$ cat config.mk
export PLATFORM = sky130hd
export DESIGN_NAME = pipe_hazard_ctrl
export DESIGN_NICKNAME = d
export VERILOG_FILES = /design/src/rtl/pipe_hazard_ctrl.sv
export SDC_FILE = /design/constraint.sdc
export NUM_CORES = 1
export LEC_CHECK = 0
export CORE_ASPECT_RATIO = 0.5
export CORE_MARGIN = 2
export CORE_UTILIZATION = 46
export CTS_CLUSTER_SIZE = 28
export DETAILED_ROUTE_END_ITERATION = 8
export GPL_TIMING_DRIVEN = 0
export PLACE_DENSITY = 0.76
export SLEW_MARGIN = 10
export SYNTH_ARGS = -nofsm -noshare
export SYNTH_HDL_FRONTEND = slang
export SYNTH_SLANG_ARGS = --single-unit
$ cat constraint.sdc
create_clock -name clock -period 1.9 [get_ports clock]
set_clock_uncertainty 0.05 [all_clocks]
set_input_delay 0.285 -clock clock [delete_from_list [all_inputs] [get_ports clock]]
set_output_delay 0.285 -clock clock [all_outputs]
set_load 0.05 [all_outputs]
$ cat src/rtl/pipe_hazard_ctrl.sv
// Hazard controller for a 5-stage pipeline: shadows EX/MEM/WB occupants and
// produces stall, flush and ALU operand forwarding selects plus event counters.

module pipe_hazard_fwd_lane #(
    parameter int REG_ADDR_W = 5
) (
    input  logic                  ex_v,
    input  logic                  use_src,
    input  logic [REG_ADDR_W-1:0] src,
    input  logic                  mem_v,
    input  logic                  mem_rw,
    input  logic                  mem_mr,
    input  logic [REG_ADDR_W-1:0] mem_dest,
    input  logic                  wb_v,
    input  logic                  wb_rw,
    input  logic [REG_ADDR_W-1:0] wb_dest,
    output logic [1:0]            sel
);
    logic mem_hit, wb_hit;

    always_comb begin
        mem_hit = mem_v & mem_rw & (mem_dest == src) & (src != '0);
        wb_hit  = wb_v  & wb_rw  & (wb_dest  == src) & (src != '0);
        sel     = 2'b00;
        // A load in MEM has no result yet; the load-use stall keeps that case out.
        if (ex_v && use_src) begin
            if (mem_hit && !mem_mr) sel = 2'b10;
            else if (wb_hit)        sel = 2'b01;
        end
    end
endmodule

module pipe_hazard_ctrl #(
    parameter int REG_ADDR_W = 5,
    parameter int FORWARD_EN = 1,
    parameter int CNT_W      = 16
) (
    input  logic                  clock,
    input  logic                  reset,
    input  logic                  id_valid,
    input  logic [REG_ADDR_W-1:0] id_rs,
    input  logic [REG_ADDR_W-1:0] id_rt,
    input  logic                  id_use_rs,
    input  logic                  id_use_rt,
    input  logic                  id_reg_write,
    input  logic                  id_mem_read,
    input  logic [REG_ADDR_W-1:0] id_dest,
    input  logic                  mem_branch_taken,
    output logic                  stall,
    output logic                  flush,
    output logic [1:0]            fwd_a,
    output logic [1:0]            fwd_b,
    output logic [CNT_W-1:0]      stall_count,
    output logic [CNT_W-1:0]      flush_count
);
    localparam int STAGES  = 3;   // vld_pipe[1]=EX, [2]=MEM, [3]=WB
    localparam int NUM_OPS = 2;   // operand A (rs), operand B (rt)

    typedef struct packed {
        logic                  rw;
        logic [REG_ADDR_W-1:0] dest;
    } wr_t;

    typedef struct packed {
        wr_t                   wr;
        logic                  mr;
        logic                  use_rs;
        logic                  use_rt;
        logic [REG_ADDR_W-1:0] rs;
        logic [REG_ADDR_W-1:0] rt;
    } ex_t;

    logic [STAGES:1] vld_pipe;
    ex_t             ex_q;
    wr_t             mem_wr_q, wb_wr_q;
    logic            mem_mr_q;

    function automatic logic hit(input logic v, input wr_t s, input logic [REG_ADDR_W-1:0] r);
        return v & s.rw & (s.dest == r) & (r != '0);
    endfunction

    logic dep_ex, dep_mem, dep_wb, hazard;

    always_comb begin
        dep_ex  = (id_use_rs & hit(vld_pipe[1], ex_q.wr, id_rs)) |
                  (id_use_rt & hit(vld_pipe[1], ex_q.wr, id_rt));
        dep_mem = (id_use_rs & hit(vld_pipe[2], mem_wr_q, id_rs)) |
                  (id_use_rt & hit(vld_pipe[2], mem_wr_q, id_rt));
        dep_wb  = (id_use_rs & hit(vld_pipe[3], wb_wr_q, id_rs)) |
                  (id_use_rt & hit(vld_pipe[3], wb_wr_q, id_rt));
        // No regfile write-through, so a WB producer always costs a cycle.
        hazard  = (FORWARD_EN != 0) ? ((dep_ex & ex_q.mr) | dep_wb)
                                    : (dep_ex | dep_mem | dep_wb);
        flush   = mem_branch_taken & vld_pipe[2];
        stall   = id_valid & ~flush & hazard;
    end

    logic [NUM_OPS-1:0][REG_ADDR_W-1:0] op_src;
    logic [NUM_OPS-1:0]                 op_use;
    logic [NUM_OPS-1:0][1:0]            op_sel;

    assign op_src = {ex_q.rt, ex_q.rs};
    assign op_use = {ex_q.use_rt, ex_q.use_rs};

    genvar g;
    generate
        for (g = 0; g < NUM_OPS; g++) begin : g_op
            pipe_hazard_fwd_lane #(.REG_ADDR_W(REG_ADDR_W)) u_lane (
                .ex_v     (vld_pipe[1]),
                .use_src  (op_use[g]),
                .src      (op_src[g]),
                .mem_v    (vld_pipe[2]),
                .mem_rw   (mem_wr_q.rw),
                .mem_mr   (mem_mr_q),
                .mem_dest (mem_wr_q.dest),
                .wb_v     (vld_pipe[3]),
                .wb_rw    (wb_wr_q.rw),
                .wb_dest  (wb_wr_q.dest),
                .sel      (op_sel[g])
            );
        end
    endgenerate

    assign fwd_a = (FORWARD_EN != 0) ? op_sel[0] : 2'b00;
    assign fwd_b = (FORWARD_EN != 0) ? op_sel[1] : 2'b00;

    // Payload always advances; only the valid bits encode bubbles.
    always_ff @(posedge clock or posedge reset) begin
        if (reset) begin
            vld_pipe <= '0;
            ex_q     <= '0;
            mem_wr_q <= '0;
            mem_mr_q <= 1'b0;
            wb_wr_q  <= '0;
        end else begin
            ex_q     <= '{wr: '{rw: id_reg_write, dest: id_dest}, mr: id_mem_read,
                          use_rs: id_use_rs, use_rt: id_use_rt, rs: id_rs, rt: id_rt};
            mem_wr_q <= ex_q.wr;
            mem_mr_q <= ex_q.mr;
            wb_wr_q  <= mem_wr_q;
            vld_pipe[3] <= vld_pipe[2];
            if (flush)      vld_pipe[2:1] <= 2'b00;
            else if (stall) vld_pipe[2:1] <= {vld_pipe[1], 1'b0};
            else            vld_pipe[2:1] <= {vld_pipe[1], id_valid};
        end
    end

    always_ff @(posedge clock or posedge reset) begin
        if (reset) begin
            stall_count <= '0;
            flush_count <= '0;
        end else begin
            if (stall && stall_count != '1) stall_count <= stall_count + CNT_W'(1);
            if (flush && flush_count != '1) flush_count <= flush_count + CNT_W'(1);
        end
    end
endmodule

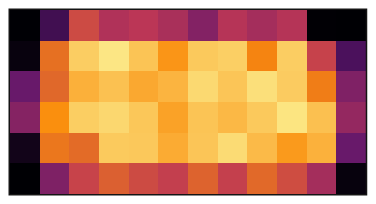
(cell area per tile)
Drawn at 3 px/µm. 12 x 6 tiles, from black (low) to pale yellow (high), 0 to 100% covered.
5.6% of the tiles are nearly empty. The fullest tile reaches 95%. The densest ninth of the die: centre. 46% of the tiles are over 75% full. The emptiest ninth of the die: upper right. The mean over all tiles is 62%.

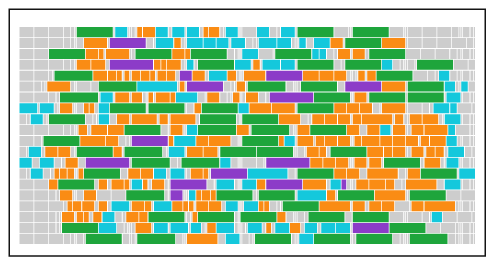
(cell classes on the final placement)
Drawn at 4 px/µm. Fill, decap, tap and diode cells in grey.
Green shows flip-flops, cells 67. Cyan shows other buffers and delay cells, cells 84. Purple shows clock drivers and dummy loads, cells 16. Orange shows all other logic, cells 185.

==> Slide: Implementation Results <==
Key Metrics from the Run

Timing
  – Fin crit period: 2280 ps
  – Final Setup Violations: 21
  – Total negative slack: -5050 ps
  – Hold Slack: 78.5 ps
  – Worst slew pin tran: 520 ps
  – Final period util: 1.20
  – Rel. slew slack: 0.652
  – Final Hold Viols: 0
  – Fmax: 438 MHz
  – Final worst slack: -384 ps
  – RSZ-0062 raised after global routing: yes
  – Final Max Slew Viols: 0

Clock tree
  – Max clock buf depth: 2
  – Cts bufs inserted: 9
  – CTS tree: yes
  – Sink Count: 67
  – Reg clk slew, reported paths: 60 ps
  – H-Tree Depth: 3
  – Root Driver: clkbuf_16
  – CTS Hold Bufs: 0
  – Late-Pin Clk Latency: 330 ps

Synth
  – Post-synth top area share: 0.555
  – Syn Nets: 282
  – Syn avg cell area: 11.8 µm²
  – FFs w/ async S/R, synth: 1.00
  – Dominant flop cell: dfrtp_1
  – EDFF count, synth: 0
  – Unique cell types: 29
  – YS warnings: 0
  – Synth Seq Share: 0.555
  – Post-synth regs: 67
  – Top cells, area: dfrtp_1 56%, xnor2_1 16%, xor2_1 4.1%, nand3_2 2.7%, nand2_1 2.6%
  – Yosys Instances: 257
  – Chip Area, Yosys: 0.00302 mm²
  – Synth Cell Area: 0.00302 mm²
  – Synth area leader: dfrtp_1
  – Post-Synthesis Cells: 257

Critical path
  – Worst setup SP type: flip-flop
  – Worst path bufs/invs: 2
  – Worst path top cell family by delay: flip-flops
  – CP max stage cell: dfrtp_1
  – Slowest stage delay, CP: 420 ps
  – Critical path type: reg -> out
  – Crit Path Max Fanout: 3
  – Worst EP arrival: 1950 ps
  – CP Capture Type: output pin
  – CP required: 1560 ps
  – Cell chain of the critical path: xnor2_2 -> nand3_2 -> nor4_4 -> o2111ai_2 -> a21oi_4 -> buf_8 -> buf_6

Layout
  – Synthesis-to-finish area growth: 52.2%
  – Logic cell area: 0.00158 mm²
  – Share of cells above drive strength 1: 0.327
  – Post-layout util: 0.741
  – Top cell excl fill/tap: dfrtp_1
  – Most common logic cells in the final layout: 55 x dfrtp_1, 49 x xnor2_1, 19 x nand2_1
  – Final instance area: 0.00460 mm²
  – Nets@finish: 372
  – FF+latch area: 0.00169 mm²
  – Layout fillers: 423
  – ANT cells: 0
  – Post-route insts no fill: 440

Floorplanning
  – Die Width: 119 µm
  – IO Pins: 61
  – Init Core Util: 0.487
  – Core area: 0.00621 mm²
  – Row count: 20
  – Die Span Y: 61.3 µm
  – Die area: 0.00727 mm²

Worst hold path
  – Hold Path Class: in -> reg

Outcome
  – Failing checks: setup timing
  – Status: complete, but fails checks

Routing
  – Avg Vias per Cell: 5.25
  – WL/cell: 17.5 µm
  – Via count: 2309
  – Initial DRC count: 117
  – Antenna viol nets, final: 0
  – WL final: 7.71 mm
  – Post-route DRC: 0
  – Pre-Repair DR Iteration Count: 4

Global routing
  – Global route hottest layer: met2
  – Initial antenna violation count: 0
  – Vias in the first global route: 2462
  – First-pass GRT wire length: 12.6 mm
  – GR Util met3: 0.0667
  – Routing usage on met2: 0.421
  – GR Layer Usage met1: 0.277
  – Largest net degree at the start of global routing: 32
  – Tot GR Track Use: 0.229
  – Total grt overflow: 0

Power and ir drop
  – Sw Ratio: 0.264
  – Comb power frac: 0.158
  – Seq pwr share: 0.377
  – Lkg Pwr: 2.09 nW
  – Switching power total: 1.16 mW
  – P per Cell Area: 954 mW/mm²
  – Peak supply drop: 0.000510 V
  – Clk pwr share: 0.465
  – Pint: 3.23 mW
  – Pwr Total: 4.38 mW

Place
  – Placed cell count: 407
  – Setup WS pre-CTS: -1550 ps
  – IO Port Bufs: 60
  – Area after DPL: 0.00389 mm²
  – DP HPWL: 4.95 mm
  – GPL Wtd Cong: 0.801

Run
  – Tool Warnings: 29
  – Max_cap viols: 0
synthesized netlist by cell type (4+ instances only):
cell	n
nor2_1	13
nand4_1	11
nand3_1	14
and3_1	11
dfrtp_1	67
nand2_1	21
or4_1	4
nor4_1	9
nand3_2	8
xnor2_1	55
xor2_1	14
per-layer routing:
metal / part of all wire / wire length [µm] / up-vias
met5: 0 / 0 / -
met4: 0.015 / 119 / 0
met3: 0.033 / 253 / 13
met2: 0.53 / 4110 / 49
met1: 0.42 / 3230 / 1181
li1: - / - / 1066
power by group through the flow:
stage               sequential (mW)  clock [mW]  combinational [mW]
floorplan                      1.85           0               0.216
global placement               1.67           0               0.618
detailed placement             1.68           0               0.655
CTS                            1.66        2.06               0.658
global route                   1.67        2.13               0.744
finish                         1.65        2.04               0.693
cells by family after synthesis:
| family | Yosys count | synth area share |
|---|---|---|
| flip-flops | 67 | 0.555 |
| buffers and inverters | 8 | 0.0137 |
| AND/OR/NAND/NOR | 102 | 0.194 |
| XOR/XNOR | 69 | 0.200 |
| AND-OR/OR-AND | 7 | 0.0211 |
| adder cells (fa/ha/maj) | 2 | 0.00828 |
| multiplexers | 2 | 0.00746 |
worst paths after layout:
check	start	end	slack (ps)	cells after the start
worst min register to register	ex_q[12]$_DFF_PP0_	mem_mr_q$_DFF_PP0_	350	0
worst max-delay path	ex_q[15]$_DFF_PP0_	stall	-380	7
max in group asynchronous	reset	stall_count[0]$_DFFE_PP0P_	890	4
worst min-delay path	id_rt[3]	ex_q[3]$_DFF_PP0_	80	1
min in group asynchronous	reset	ex_q[13]$_DFF_PP0_	240	2
worst max register to register	ex_q[15]$_DFF_PP0_	stall_count[1]$_DFFE_PP0P_	-330	10
sequential cells by signal (all words and copies together) (netlist names):
register     flops
ex_q            19
flush_count     16
stall_count     16
mem_wr_q         6
wb_wr_q          6
vld_pipe         3
mem_mr_q         1
final cells by class:
cell class | count | area share
Clock inverter | 6 | 0.0299
Inverter | 3 | 0.00327
Sequential cell | 67 | 0.368
Multi-Input combinational cell | 182 | 0.343
Buffer | 3 | 0.00680
Clock buffer | 10 | 0.0498
Timing Repair Buffer | 81 | 0.175
Tap cell | 88 | 0.0240
what timing repair did:
action | CTS | global route
setup buffers | 13 | 6
gates cloned | 1 | 0
pin swaps | 16 | 7
gates resized | 112 | 26
setup endpoints to repair | 38 | 43
No activity file was given, so power comes from the tool's default toggle rates.
